==> run_1/class_map.png <==
Fill, decap, tap and diode cells in gray.
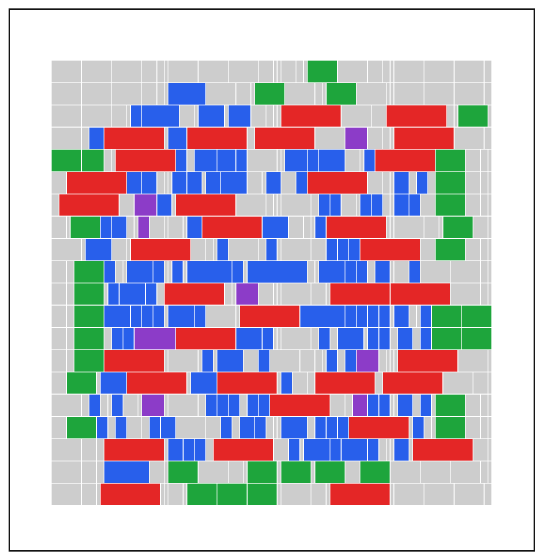
==> run_1/placed.png <==
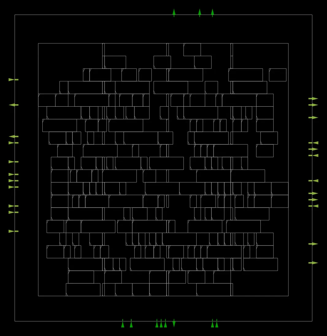
==> run_1/route_heat.png <==
The die is cut into 13 by 13 equal tiles; dark blue is low, red is high, scaled to the fullest tile. Values are wire area over tile area, all layers added.
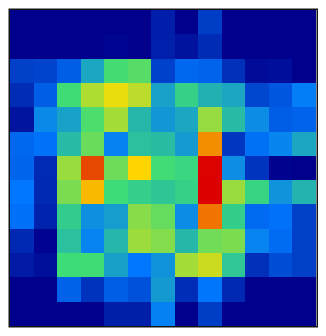
**src/rtl/serial_adder_n_pkg.sv**
```systemverilog
// Shared definitions for the serial adder: FSM state encoding and the
// counter-width helper.
package serial_adder_n_pkg;

  typedef enum logic [1:0] {
    IDLE = 2'd0,
    RUN  = 2'd1,
    DONE = 2'd2
  } state_t;

  // Digit counter width: enough bits to count 0..n-1, never less than one.
  function automatic int CNT_W(input int n);
    if (n <= 1) begin
      return 1;
    end
    return $clog2(n);
  endfunction

endpackage

```
**src/rtl/serial_adder_n_fulladder.sv**
```systemverilog
// Single-bit full adder cell, used as one link of the per-digit ripple chain.
module serial_adder_n_fulladder (
  input  logic x_i,
  input  logic y_i,
  input  logic cin_i,
  output logic a_o,
  output logic cout_o
);

  assign a_o    = x_i ^ y_i ^ cin_i;
  assign cout_o = (x_i & y_i) | (cin_i & (x_i ^ y_i));

endmodule

```
**src/rtl/serial_adder_n.sv**
```systemverilog
// Multi-cycle adder: adds two WIDTH-bit operands plus carry-in, DIGIT bits
// per clock, through a ripple chain of DIGIT full adders and a registered
// carry. One add takes WIDTH/DIGIT RUN cycles.
//
// Handshake: start is sampled only while busy==0 (IDLE or DONE). An accepted
// start captures a/b/cin; busy is high for the RUN cycles; done pulses for
// exactly one cycle when sum/cout/overflow are updated, and those outputs
// hold until the next done. A start seen while busy==1 is dropped.
module serial_adder_n
  import serial_adder_n_pkg::*;
#(
  parameter int WIDTH = 8,
  parameter int DIGIT = 1
) (
  input  logic             clk,
  input  logic             rst,
  input  logic             start,
  input  logic [WIDTH-1:0] a,
  input  logic [WIDTH-1:0] b,
  input  logic             cin,
  output logic             busy,
  output logic             done,
  output logic [WIDTH-1:0] sum,
  output logic             cout,
  output logic             overflow,
  output logic [1:0]       state_o
);

  localparam int N  = WIDTH / DIGIT;
  localparam int CW = CNT_W(N);
  localparam logic [CW-1:0] CNT_LAST = CW'(N - 1);

  // Configuration sanity checks at elaboration.
  if (WIDTH % DIGIT != 0) begin : g_bad_digit
    $error("serial_adder_n: DIGIT must divide WIDTH");
  end
  if (WIDTH < 2) begin : g_bad_width
    $error("serial_adder_n: WIDTH must be at least 2");
  end

  state_t           state_q;
  logic [WIDTH-1:0] a_q;
  logic [WIDTH-1:0] b_q;
  logic             carry_q;
  logic [CW-1:0]    cnt_q;
  logic             busy_q;
  logic             done_q;
  logic [WIDTH-1:0] sum_q;
  logic             cout_q;
  logic             ovf_q;

  logic [DIGIT:0]   chain_c;
  logic [DIGIT-1:0] chain_s;
  logic [WIDTH-1:0] a_d;
  logic [WIDTH-1:0] b_d;

  // Ripple chain over the low DIGIT bits of the operand shift registers.
  assign chain_c[0] = carry_q;
  for (genvar i = 0; i < DIGIT; i++) begin : g_chain
    serial_adder_n_fulladder u_fa (
      .x_i    (a_q[i]),
      .y_i    (b_q[i]),
      .cin_i  (chain_c[i]),
      .a_o    (chain_s[i]),
      .cout_o (chain_c[i+1])
    );
  end

  // The A shift register doubles as the result accumulator: each digit's
  // sum enters at the MSB end while the consumed operand digit leaves at the
  // LSB end, so after N shifts it holds the complete sum.
  if (DIGIT == WIDTH) begin : g_acc_full
    assign a_d = chain_s;
  end else begin : g_acc_part
    assign a_d = {chain_s, a_q[WIDTH-1:DIGIT]};
  end
  assign b_d = b_q >> DIGIT;

  // Control FSM plus datapath registers and registered outputs.
  always_ff @(posedge clk) begin
    if (rst) begin
      state_q <= IDLE;
      a_q     <= '0;
      b_q     <= '0;
      carry_q <= 1'b0;
      cnt_q   <= '0;
      busy_q  <= 1'b0;
      done_q  <= 1'b0;
      sum_q   <= '0;
      cout_q  <= 1'b0;
      ovf_q   <= 1'b0;
    end else begin
      done_q <= 1'b0;
      case (state_q)
        IDLE, DONE: begin
          if (start) begin
            a_q     <= a;
            b_q     <= b;
            carry_q <= cin;
            cnt_q   <= '0;
            busy_q  <= 1'b1;
            state_q <= RUN;
          end else begin
            state_q <= IDLE;
          end
        end
        RUN: begin
          a_q     <= a_d;
          b_q     <= b_d;
          carry_q <= chain_c[DIGIT];
          if (cnt_q == CNT_LAST) begin
            state_q <= DONE;
            busy_q  <= 1'b0;
            done_q  <= 1'b1;
            sum_q   <= a_d;
            cout_q  <= chain_c[DIGIT];
            ovf_q   <= chain_c[DIGIT-1] ^ chain_c[DIGIT];
          end else begin
            cnt_q <= cnt_q + 1'b1;
          end
        end
        default: begin
          state_q <= IDLE;
          busy_q  <= 1'b0;
        end
      endcase
    end
  end

  assign busy     = busy_q;
  assign done     = done_q;
  assign sum      = sum_q;
  assign cout     = cout_q;
  assign overflow = ovf_q;
  assign state_o  = state_q;

endmodule
```
**config.mk**
```make
export PLATFORM = sky130hd
export DESIGN_NAME = serial_adder_n
export DESIGN_NICKNAME = d
export VERILOG_FILES = /design/src/rtl/serial_adder_n_pkg.sv /design/src/rtl/serial_adder_n_fulladder.sv /design/src/rtl/serial_adder_n.sv
export SDC_FILE = /design/constraint.sdc
export NUM_CORES = 1
export LEC_CHECK = 0
export ABC_CLOCK_PERIOD_IN_PS = 3550
export CAP_MARGIN = 0
export CORE_AREA = 5 5 59 61
export DETAILED_ROUTE_END_ITERATION = 12
export DIE_AREA = 0 0 64 66
export PLACE_DENSITY = 0.8
export SYNTH_ARGS = -nofsm -noshare
export SYNTH_HDL_FRONTEND = slang
export SYNTH_SLANG_ARGS = --single-unit
export TNS_END_PERCENT = 50
```
**constraint.sdc**
```tcl
create_clock -name clk -period 3.55 [get_ports clk]
set_input_delay 0.71 -clock clk [delete_from_list [all_inputs] [get_ports clk]]
set_output_delay 0.71 -clock clk [all_outputs]
set_load 0.1 [all_outputs]
```
==> CHANGELOG.md, run 1 <==
## Flow update

- Simple-Gate Fraction of Synth Area: 0.251
- Post-cts gate resize count: 0
- Die ar.: 0.00422 mm²
- Yosys warnings: 0
- Minimum clock period after layout: 2620 ps
- R2R depth: 3
- Detailed Routing Iterations Pass 1: 4
- FF-to-FF setup slack: 1730 ps
- Count of final setup violators: 0
- Routed vias/inst: 5.37
- CTS tree: done
- Post-CTS setup buffer count: 0
- Total I/O pin count: 34
- Final setup margin: 933 ps
- Worst skew pair latency: 340 ps
- Largest cells by area: dfxtp_1, nand2_1, a311oi_1, a21oi_1, nor2_1
- PortBufs: 33
- Share of layout cells above drive strength 1: 0.0660
- Mapped cell area: 0.00142 mm²
- CP Class: reg -> out
- Max-cap violations: 0
- Gpl congestion: 0.760
- Pleak: 0.644 nW
- Die extent in x: 64 µm
- Startpoint types: flop
- Pre-CTS setup slack: 1180 ps
- Dominant flop cell: dfxtp_1
- Fin. Hold Viols: 0
- Seq. cell area: 681 µm²
- Clock sink total: 34
- Hold path cells: 2
- DP HPWL: 2020 µm
- Die height: 66 µm
- Total tool warning count: 26
- Met1 Usage GRT: 0.171
- Worst hold path class: reg -> reg
- CP cell instances: clkdlybuf4s50_1
- Gr ovfl total: 0
- Worst hold endpoint: sum[6]
- DRC Markers: 0
- Complex Gates by Area: 0.173
- RR Endpoint: a_q[4]
- XOR/XNOR share of the synthesized area: 0.00616
- Met2 usage: 0.268
- Buf/Inv on CP: 1
- First-pass GRT wire length: 5140 µm
- Unrepaired setup endpoints after global routing: false
- Area leader share: 0.478
- Netlist cell types: 23
- Maximum root-to-sink buffer count: 2
- Largest net degree at the start of global routing: 35
- Vias in the first global route: 1253
- CP Data Arrival Time: 1910 ps
- CP top delay family: buffers and inverters
- Peak VDD IR: 0.332 mV
- Comb gate area: 657 µm²
- Dominant combinational family: simple AND/OR/NAND/NOR gates
- Setup crit end kind: output pin
- Initial DRC count: 30
- Final worst-path cycle share: 0.737
- Post-synth top area cell: dfxtp_1
- Final antenna-violating net count: 0
- Fmax: 382 MHz
- Most common cell in the synthesized netlist: nand2_1
- Crit path required time: 2840 ps
- GR Util met3: 0.0459
- Setup TNS: 0 ps
- HP Start: sum[6]
- Normalized max-slew margin: 0.176
- Crit path max fanout: 7
- Slowest stage cell, crit path: clkdlybuf4s50_1
- TritonCTS Buffers: 5
- Hold-fix buffers at CTS: 0
- Clock-pin slew on the worst setup and hold paths: 100 ps
- Post-synth regs: 34
- Slowest Stage Delay on Critical Path: 1160 ps
- Mux share: 0
- Post-synth EDFFs: 0
- Most used routing layer: met2
- Slew Limit Fails: 0
- Placed cells: 222
- Synth Seq Share: 0.478
- Area growth, synth to finish: 24.2%
- Placement Cell Area: 0.00171 mm²
- Cells in synth_stat.txt: 170
- Post-Syn Nets: 193
- RR Startpoint: state_o[1]
- Htree depth: 2
- Status: completed
- Synth Area per Inst: 8.37 µm²
- Fp util: 0.486
- Mapped Cells: 170
- Final Net Count: 219
- ANT cells: 0
- FA/HA/MAJ Cells, Area Fraction: 0.0317
- Clock Skew: 4.55 ps
- Post-synth ARST share: 0
- Yosys Chip Area: 0.00142 mm²
- Least-Margin Pin Slew: 1230 ps
- Initial antenna violation count: 0
- Root Buffer: clkbuf_4
- Post-synth top cells: nand2_1, dfxtp_1, nor2_1, a21oi_1, a311oi_1
- Pwr per Cell Area: 428 mW/mm²
About class_map.png:
[purple] clock drivers and dummy loads | cells: 8 | share of their area: 3.5%
[green] remaining buffers and delay cells | cells: 33 | share of their area: 19%
[red] registers | cells: 34 | share of their area: 39%
[blue] remaining logic cells | cells: 122 | share of their area: 38%
core area: 0.00293 mm²
Final Cell Area: 0.00177 mm²
final design utilization: 0.603

About placed.png:
Final Non-Filler Cells: 230
Tap Count: 33
number of fillers in the final layout: 273
Rows: 20
fraction of area in registers: 0.385

About route_heat.png:
nearly empty tiles: 23%
densest ninth of the die: middle
emptiest ninth of the die: top right
WL/cell: 12.7 µm
via count: 1235
total track usage: 0.156
Total Routed Length: 2930 µm

## run 1: logic make-up (layout without fill, tap and decap cells)
group	after synthesis	count (layout)
AND/OR/NAND/NOR	85	85
flip-flops	34	34
AND-OR/OR-AND	33	33
buffers and inverters	14	41
adder cells (fa/ha/maj)	3	3
XOR/XNOR	1	1
## run 1: area by class of cell
class,count,share of cell area
Clock buffer,7,0.0312
Clock inverter,1,0.00283
Timing Repair Buffer,33,0.186
Tap cell,33,0.0234
Multi-Input combinational cell,122,0.372
Sequential cell,34,0.385
## run 1: layout by cell type, fill, tap and decap left out
cell,count
nor2b_2,1
a21oi_1,15
clkinv_2,1
ha_1,2
a211oi_1,1
buf_4,1
or2b_2,1
clkbuf_8,1
and3b_1,1
nor2_1,20
nand3b_1,1
dfxtp_1,34
nand3_1,4
o21ai_0,1
or3b_1,1
nor3b_1,1
clkbuf_1,1
fa_1,1
nand2_1,53
clkdlybuf4s50_1,32
xnor2_1,1
a311oi_1,13
nand2b_1,2
a311oi_2,3
clkbuf_4,5
## run 1: worst max-delay path by stage
stage | start | endpoint | slack (ps) | depth (start not counted)
5_1_grt | state_o[1] | state_o[1] | 860 | 1
3_5_place_dp | rst | a_q[3] | 1180 | 2
4_1_cts | state_o[1] | state_o[1] | 920 | 1
3_3_place_gp | rst | a_q[5] | 1300 | 2
2_1_floorplan | state_o[1] | carry_q | 1740 | 5
6_report | state_o[1] | state_o[1] | 930 | 1
## run 1: power by group
part           switching [mW]  internal, mW
registers              0.0165         0.404
clock network           0.126        0.0959
logic                  0.0651        0.0492
total                   0.207         0.549
## run 1: worst register-to-register path: stages, from the launching register on
cell and delay [ps]:
dfxtp_1 410, nand2b_1 920, nor2_1 110, a311oi_1 280
## run 1: registers in the layout, summed over array words and instances (netlist names)
signal / cells
a_q: 8
b_q: 8
sum: 8
cnt_q: 3
state_o: 2
busy: 1
carry_q: 1
cout: 1
done: 1
overflow: 1
## run 1: layer usage
layer,wire length (µm),vias to the layer above
li1,-,627
met1,1320,569
met2,1380,31
met3,164,8
met4,68,0
met5,0,-
## run 1: stage by stage
step,hold WS [ps],power (mW)
2_1_floorplan,446,0.511
3_5_place_dp,451,0.543
4_1_cts,464,0.759
3_3_place_gp,445,0.537
6_report,460,0.756
5_1_grt,496,0.793
==> run 1 -> run 2 <==
ABC_CLOCK_PERIOD_IN_PS = 2260   (was 3550)
CORE_AREA = 5 5 64 66   (was 5 5 59 61)
DIE_AREA = 0 0 69 71   (was 0 0 64 66)
PLACE_DENSITY = 0.71   (was 0.8)
clock period = 2.26 ns   (was 3.55 ns; I/O delays follow)
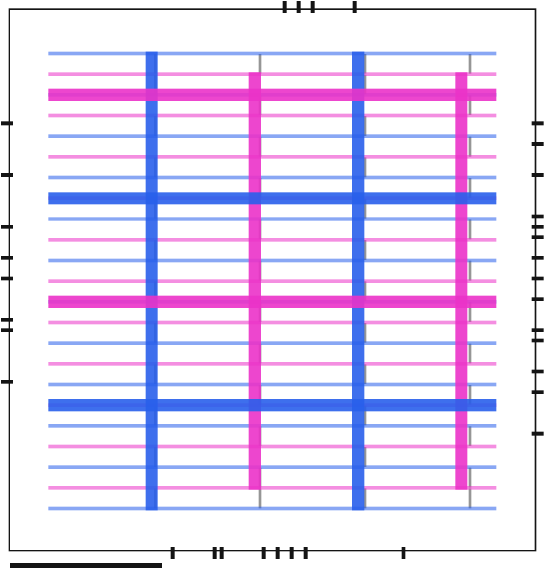
(run_2/floorplan.png)
Scale bar: 20 µm. Pins as bars on the die edge. Tap cells in gray.
[blue] VSS
[magenta] VDD
signal pins: 34
met1 rails: 23
met5 straps: 4
tap cells: 48
die extent in x: 69 µm
core area: 0.00352 mm²
die height: 71 µm
Peak VDD IR: 0.398 mV

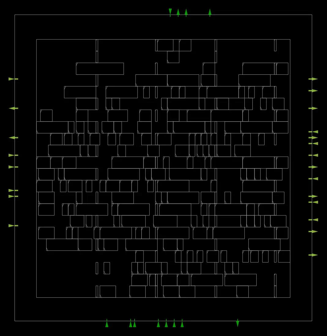
(run_2/placed.png)
Seq cells: 34
fraction of area in registers: 0.379
Rows: 22
Tap Count: 48

==> run 2 against run 1 <==
Clock-buffer cell count down 1. Synthesized cell count unchanged. Via count down 1.5%. Die size up 16%. Critical path depth unchanged. First-iteration DRC count rose to 2.5 times the previous value. Final area up 1.7%. Clock skew up 9.2 ps. Non-clock buffer count up 3. Combinational power up 61%. Routed wire length up 2.7%. Largest cell class unchanged.
==> CHANGELOG.md, run 2 <==
## Flow update

- Status: completed
- Final worst-path cycle share: 0.719
- Vias in the first global route: 1145
- Pleak: 0.694 nW
- Number of fillers in the final layout: 365
- Hold path cells: 2
- Netlist cell types: 23
- Slowest stage cell, crit path: dfxtp_1
- Worst skew pair latency: 340 ps
- Via count: 1217
- CP cell instances: buf_4
- FA/HA/MAJ Cells, Area Fraction: 0.0317
- Largest net degree at the start of global routing: 35
- Comb gate area: 657 µm²
- Post-synth regs: 34
- CP Class: reg -> out
- Clock Skew: 13.8 ps
- DP HPWL: 2040 µm
- CP top delay family: flip-flops
- Gr ovfl total: 0
- Detailed Routing Iterations Pass 1: 4
- Slowest Stage Delay on Critical Path: 490 ps
- Minimum clock period after layout: 1630 ps
- Crit path max fanout: 9
- Final Cell Area: 0.00180 mm²
- Count of final setup violators: 0
- Post-CTS setup buffer count: 0
- First-pass GRT wire length: 5040 µm
- Fin. Hold Viols: 0
- Synth Seq Share: 0.478
- Placement Cell Area: 0.00172 mm²
- Buf/Inv on CP: 1
- Pwr per Cell Area: 724 mW/mm²
- Root Buffer: clkbuf_4
- TritonCTS Buffers: 5
- ANT cells: 0
- Final antenna-violating net count: 0
- Setup crit end kind: output pin
- Initial antenna violation count: 0
- Clock sink total: 34
- Fp util: 0.404
- Total Routed Length: 3010 µm
- Seq. cell area: 681 µm²
- Yosys Chip Area: 0.00142 mm²
- CP Depth: 1
- Unrepaired setup endpoints after global routing: false
- R2R depth: 5
- Total track usage: 0.127
- Clock-pin slew on the worst setup and hold paths: 100 ps
- Dominant combinational family: simple AND/OR/NAND/NOR gates
- Post-cts gate resize count: 0
- Gpl congestion: 0.747
- Post-synth top area cell: dfxtp_1
- Mux share: 0
- Mapped Cells: 170
- Mapped cell area: 0.00142 mm²
- Power, Total: 1.30 mW
- Routed vias/inst: 4.93
- Least-Margin Pin Slew: 426 ps
- Crit path required time: 1810 ps
- Area leader share: 0.478
- Setup TNS: 0 ps
- Initial DRC count: 75
- Normalized max-slew margin: 0.715
- Hold-fix buffers at CTS: 0
- CP Data Arrival Time: 1170 ps
- WL/cell: 12.2 µm
- Cells in synth_stat.txt: 170
- CTS tree: done
- Maximum root-to-sink buffer count: 2
- Total tool warning count: 26
- Share of layout cells above drive strength 1: 0.146
- Post-Syn Nets: 193
- Slew Limit Fails: 0
- Area growth, synth to finish: 26.3%
- Post-synth top cells: nand2_1, dfxtp_1, nor2_1, a21oi_1, a311oi_1
- Max-cap violations: 0
- Synth Area per Inst: 8.37 µm²
- Simple-Gate Fraction of Synth Area: 0.251
- Most used logic cell in the final layout: nand2_1
- Dominant flop cell: dfxtp_1
- XOR/XNOR share of the synthesized area: 0.00616
- Complex Gates by Area: 0.173
- Post-synth EDFFs: 0
- Worst hold path class: reg -> reg
- Die ar.: 0.00490 mm²
- Post-synth ARST share: 0
- Largest cells by area: dfxtp_1, nand2_1, a311oi_1, a21oi_1, nor2_1
- DRC Markers: 0
- Fmax: 615 MHz
- Top cells excl fill/tap: nand2_1, dfxtp_1, nor2_1
- Startpoint types: flop
- Most common cell in the synthesized netlist: nand2_1
- Htree depth: 2
- Final Net Count: 222
- Yosys warnings: 0
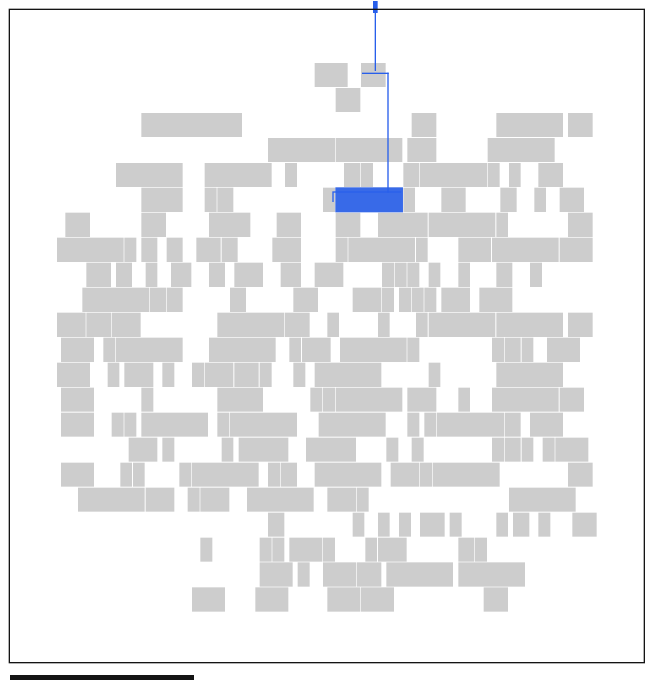
(run_2/port_trees.png)
Scale bar: 20 µm.
[blue] `overflow` | bits: 1 | direction: output | edge: top | end cells: 1 | wire: 30.4 µm
PortBufs: 33
total I/O pin count: 34

run 2: cell counts after synthesis:
No cell type changed its count.
run 2: stage by stage:
| step | setup WS (ps) | util | instances | hold WS [ps] |
|---|---|---|---|---|
| 3_3_place_gp | 523 | 0.487 | 240 | 443 |
| 2_1_floorplan | 453 | - | 170 | 446 |
| 3_5_place_dp | 469 | 0.487 | 240 | 448 |
| 5_1_grt | 571 | 0.510 | 247 | 490 |
| 4_1_cts | 607 | 0.510 | 247 | 463 |
| 6_report | 634 | 0.510 | 247 | 459 |
run 2: area by class of cell:
cell class | instances | share of cell area
clock buffers | 6 | 0.0286
clock inverters | 1 | 0.0167
multi-input cells | 122 | 0.366
flip-flops and latches | 34 | 0.379
well taps | 48 | 0.0334
repair buffers | 36 | 0.177
run 2: power by group:
| part | internal, mW | switching [mW] |
|---|---|---|
| logic | 0.0795 | 0.103 |
| registers | 0.634 | 0.0251 |
| clock network | 0.258 | 0.202 |
run 2: kinds of logic (layout without fill, tap and decap cells):
| group | count (synthesis) | count (layout) |
|---|---|---|
| compound gates | 33 | 33 |
| buf+inv | 14 | 43 |
| fa+ha+maj | 3 | 3 |
| flops | 34 | 34 |
| xor+xnor | 1 | 1 |
| simple gates | 85 | 85 |
run 2: metal layers:
| layer | track usage | share of wire | up-vias |
|---|---|---|---|
| li1 | - | - | 632 |
| met1 | 0.160 | 0.49 | 549 |
| met2 | 0.189 | 0.43 | 31 |
| met3 | 0.0497 | 0.061 | 5 |
| met4 | 0.0651 | 0.018 | 0 |
| met5 | 0 | 0 | - |
run 2: path summary, 6_finish.rpt:
check             start    endpoint  slack [ps]
min              sum[1]      sum[1]         460
max          state_o[0]  state_o[0]         630
max reg2reg    cnt_q[0]    overflow         760
min reg2reg      sum[1]      sum[1]         460
==> run 2 -> run 3 <==
ABC_CLOCK_PERIOD_IN_PS = 1680   (was 2260)
CORE_AREA = 5 5 61 63   (was 5 5 64 66)
DIE_AREA = 0 0 66 68   (was 0 0 69 71)
PLACE_DENSITY = 0.75   (was 0.71)
clock period = 1.68 ns   (was 2.26 ns; I/O delays follow)
==> run 3 against run 2 <==
Clock skew fell by 4.1 ps. Area after synthesis did not move. Critical path depth rose by 4. Hold slack improved by 18 ps.
==> CHANGELOG.md, run 3 <==
## Flow update

- Status: completed
- Vias in the first global route: 1153
- DRC Markers: 0
- Worst skew pair latency: 330 ps
- Post-synth EDFFs: 0
- Placed cells: 239
- Fp util: 0.447
- Share of layout cells above drive strength 1: 0.159
- Most used routing layer: met2
- Post-synth top area cell: dfxtp_1
- DP HPWL: 2090 µm
- Synth Area per Inst: 8.37 µm²
- Mapped cell area: 0.00142 mm²
- Fmax: 666 MHz
- Routed vias/inst: 5.04
- Complex Gates by Area: 0.173
- Number of fillers in the final layout: 273
- CP Class: reg -> reg
- Detailed Routing Iterations Pass 1: 4
- Clock Skew: 9.72 ps
- Met1 Usage GRT: 0.168
- Post-synth top cells: nand2_1, dfxtp_1, nor2_1, a21oi_1, a311oi_1
- Die extent in x: 66 µm
- Final antenna-violating net count: 0
- Final Non-Filler Cells: 247
- PortBufs: 33
- Die ar.: 0.00449 mm²
- CP top delay family: simple AND/OR/NAND/NOR gates
- Normalized max-slew margin: 0.704
- Buf/Inv on CP: 0
- Worst hold path class: reg -> reg
- Fin. Hold Viols: 0
- TritonCTS Buffers: 5
- Largest cells by area: dfxtp_1, nand2_1, a311oi_1, a21oi_1, nor2_1
- CP Data Arrival Time: 1760 ps
- Synth Seq Share: 0.478
- Least-Margin Pin Slew: 443 ps
- Setup TNS: 0 ps
- ANT cells: 0
- Max-cap violations: 0
- Pleak: 0.734 nW
- Total tool warning count: 26
- Dominant combinational family: simple AND/OR/NAND/NOR gates
- Dominant flop cell: dfxtp_1
- Met2 usage: 0.238
- Die height: 68 µm
- Initial antenna violation count: 0
- Post-cts gate resize count: 0
- Mapped Cells: 170
- CP cell instances: ha_1 > ha_1 > and3b_1 > nor2_1 > a211oi_1
- Count of final setup violators: 0
- Placement Cell Area: 0.00191 mm²
- Post-Syn Nets: 193
- Maximum root-to-sink buffer count: 2
- Final Net Count: 223
- Startpoint types: flop
- Most used logic cell in the final layout: nand2_1
- First-pass GRT wire length: 4890 µm
- CTS tree: done
- FA/HA/MAJ Cells, Area Fraction: 0.0317
- Area growth, synth to finish: 38.5%
- Yosys Chip Area: 0.00142 mm²
- Final setup margin: 178 ps
- Pre-CTS setup slack: 34.3 ps
- Crit path required time: 1930 ps
- Htree depth: 2
- Area leader share: 0.478
- Mux share: 0
- Root Buffer: clkbuf_4
- Post-synth regs: 34
- Minimum clock period after layout: 1500 ps
- Final Cell Area: 0.00197 mm²
- Netlist cell types: 23
- Hold-fix buffers at CTS: 0
- Most used cell, CP: ha_1
- Top cells excl fill/tap: nand2_1, dfxtp_1, nor2_1
- Slowest Stage Delay on Critical Path: 410 ps
- Crit path max fanout: 11
- Setup crit end kind: flop
- Gpl congestion: 0.792
- Cells in synth_stat.txt: 170
- XOR/XNOR share of the synthesized area: 0.00616
- Slowest stage cell, crit path: and3b_1
- Clock sink total: 34
- Slew Limit Fails: 0
- Yosys warnings: 0
- Simple-Gate Fraction of Synth Area: 0.251
- Pwr per Cell Area: 819 mW/mm²
- Post-synth ARST share: 0
- Unrepaired setup endpoints after global routing: false
- Clock-pin slew on the worst setup and hold paths: 100 ps
- Most common cell in the synthesized netlist: nand2_1
- Gr ovfl total: 0
- Total I/O pin count: 34
- GR Util met3: 0.0558
- Initial DRC count: 26
- Largest net degree at the start of global routing: 35
- Post-CTS setup buffer count: 0
- Final worst-path cycle share: 0.894
[run 3: per-stage QoR]
step	power, mW	hold slack (ps)	util
floorplan	1.08	446	-
global placement	1.16	459	0.601
detailed placement	1.17	468	0.601
CTS	1.63	480	0.620
global route	1.71	511	0.620
finish	1.61	478	0.620
[run 3: kinds of logic (layout without fill, tap and decap cells)]
group	count (synthesis)	after routing
simple gates	85	85
flops	34	34
compound gates	33	33
buf+inv	14	45
fa+ha+maj	3	3
xor+xnor	1	1
[run 3: path summary, 6_finish.rpt]
| kind | startpoint | to | slack [ps] | cells after the start |
|---|---|---|---|---|
| worst max-delay path | cnt_q[0] | overflow | 180 | 5 |
| worst min-delay path | a_q[2] | sum[1] | 480 | 2 |
| worst max register to register | cnt_q[0] | overflow | 180 | 5 |
| worst min register to register | a_q[2] | sum[1] | 480 | 2 |
[run 3: where the power goes]
part / switching, mW / internal [mW]
registers: 0.0363 / 0.853
clock network: 0.259 / 0.203
logic: 0.140 / 0.123
total: 0.436 / 1.18
[run 3: per-layer routing]
layer | wire (µm) | vias up
li1 | - | 639
met1 | 1280 | 555
met2 | 1420 | 41
met3 | 202 | 9
met4 | 63 | 0
met5 | 0 | -
[run 3: area by class of cell]
class / instances / area [µm²] / share of cell area
Clock buffer: 7 / 55.1 / 0.0279
Clock inverter: 1 / 5.00 / 0.00254
Multi-Input combinational cell: 122 / 657 / 0.333
Sequential cell: 34 / 683 / 0.347
Tap cell: 46 / 57.6 / 0.0292
Timing Repair Buffer: 37 / 513 / 0.260
[run 3: worst register-to-register path, delay by kind of cell, from the launching register on]
kind	cells	cell delay, ps
AOI/OAI and AO/OA	1	200
adders and majority gates	2	380
DFF	1	370
and+or+nand+nor	2	480
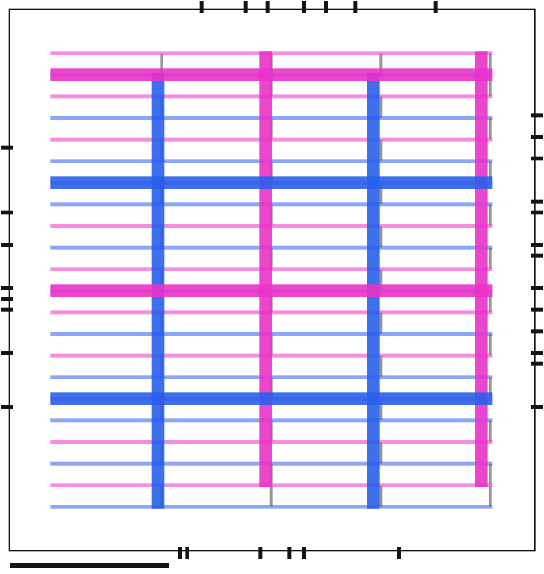
(run_3/floorplan.png)
Scale bar: 20 µm. Pins as bars on the die edge. Tap cells in gray.
[blue] VSS
[magenta] VDD
signal pins: 34
rows: 21
met1 rails: 22
tap cells: 46
core area: 0.00318 mm²
Peak VDD IR: 0.417 mV

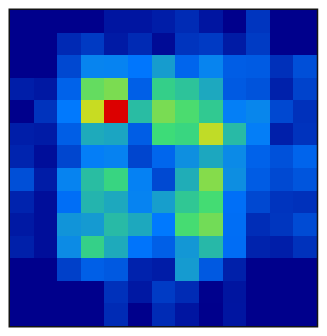
(run_3/route_heat.png)
The die is cut into 13 by 14 equal tiles; dark blue is low, red is high, scaled to the fullest tile. Values are wire area over tile area, all layers added.
WL/cell: 12.0 µm
Total Routed Length: 2960 µm
via count: 1244
total track usage: 0.146

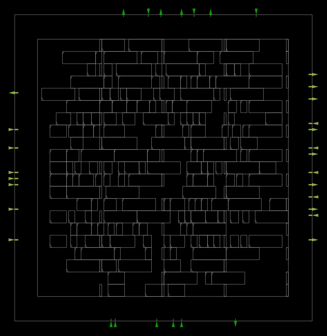
(run_3/placed.png)
Tap Count: 46
Rows: 21

No activity file was given, so power comes from the tool's default toggle rates.
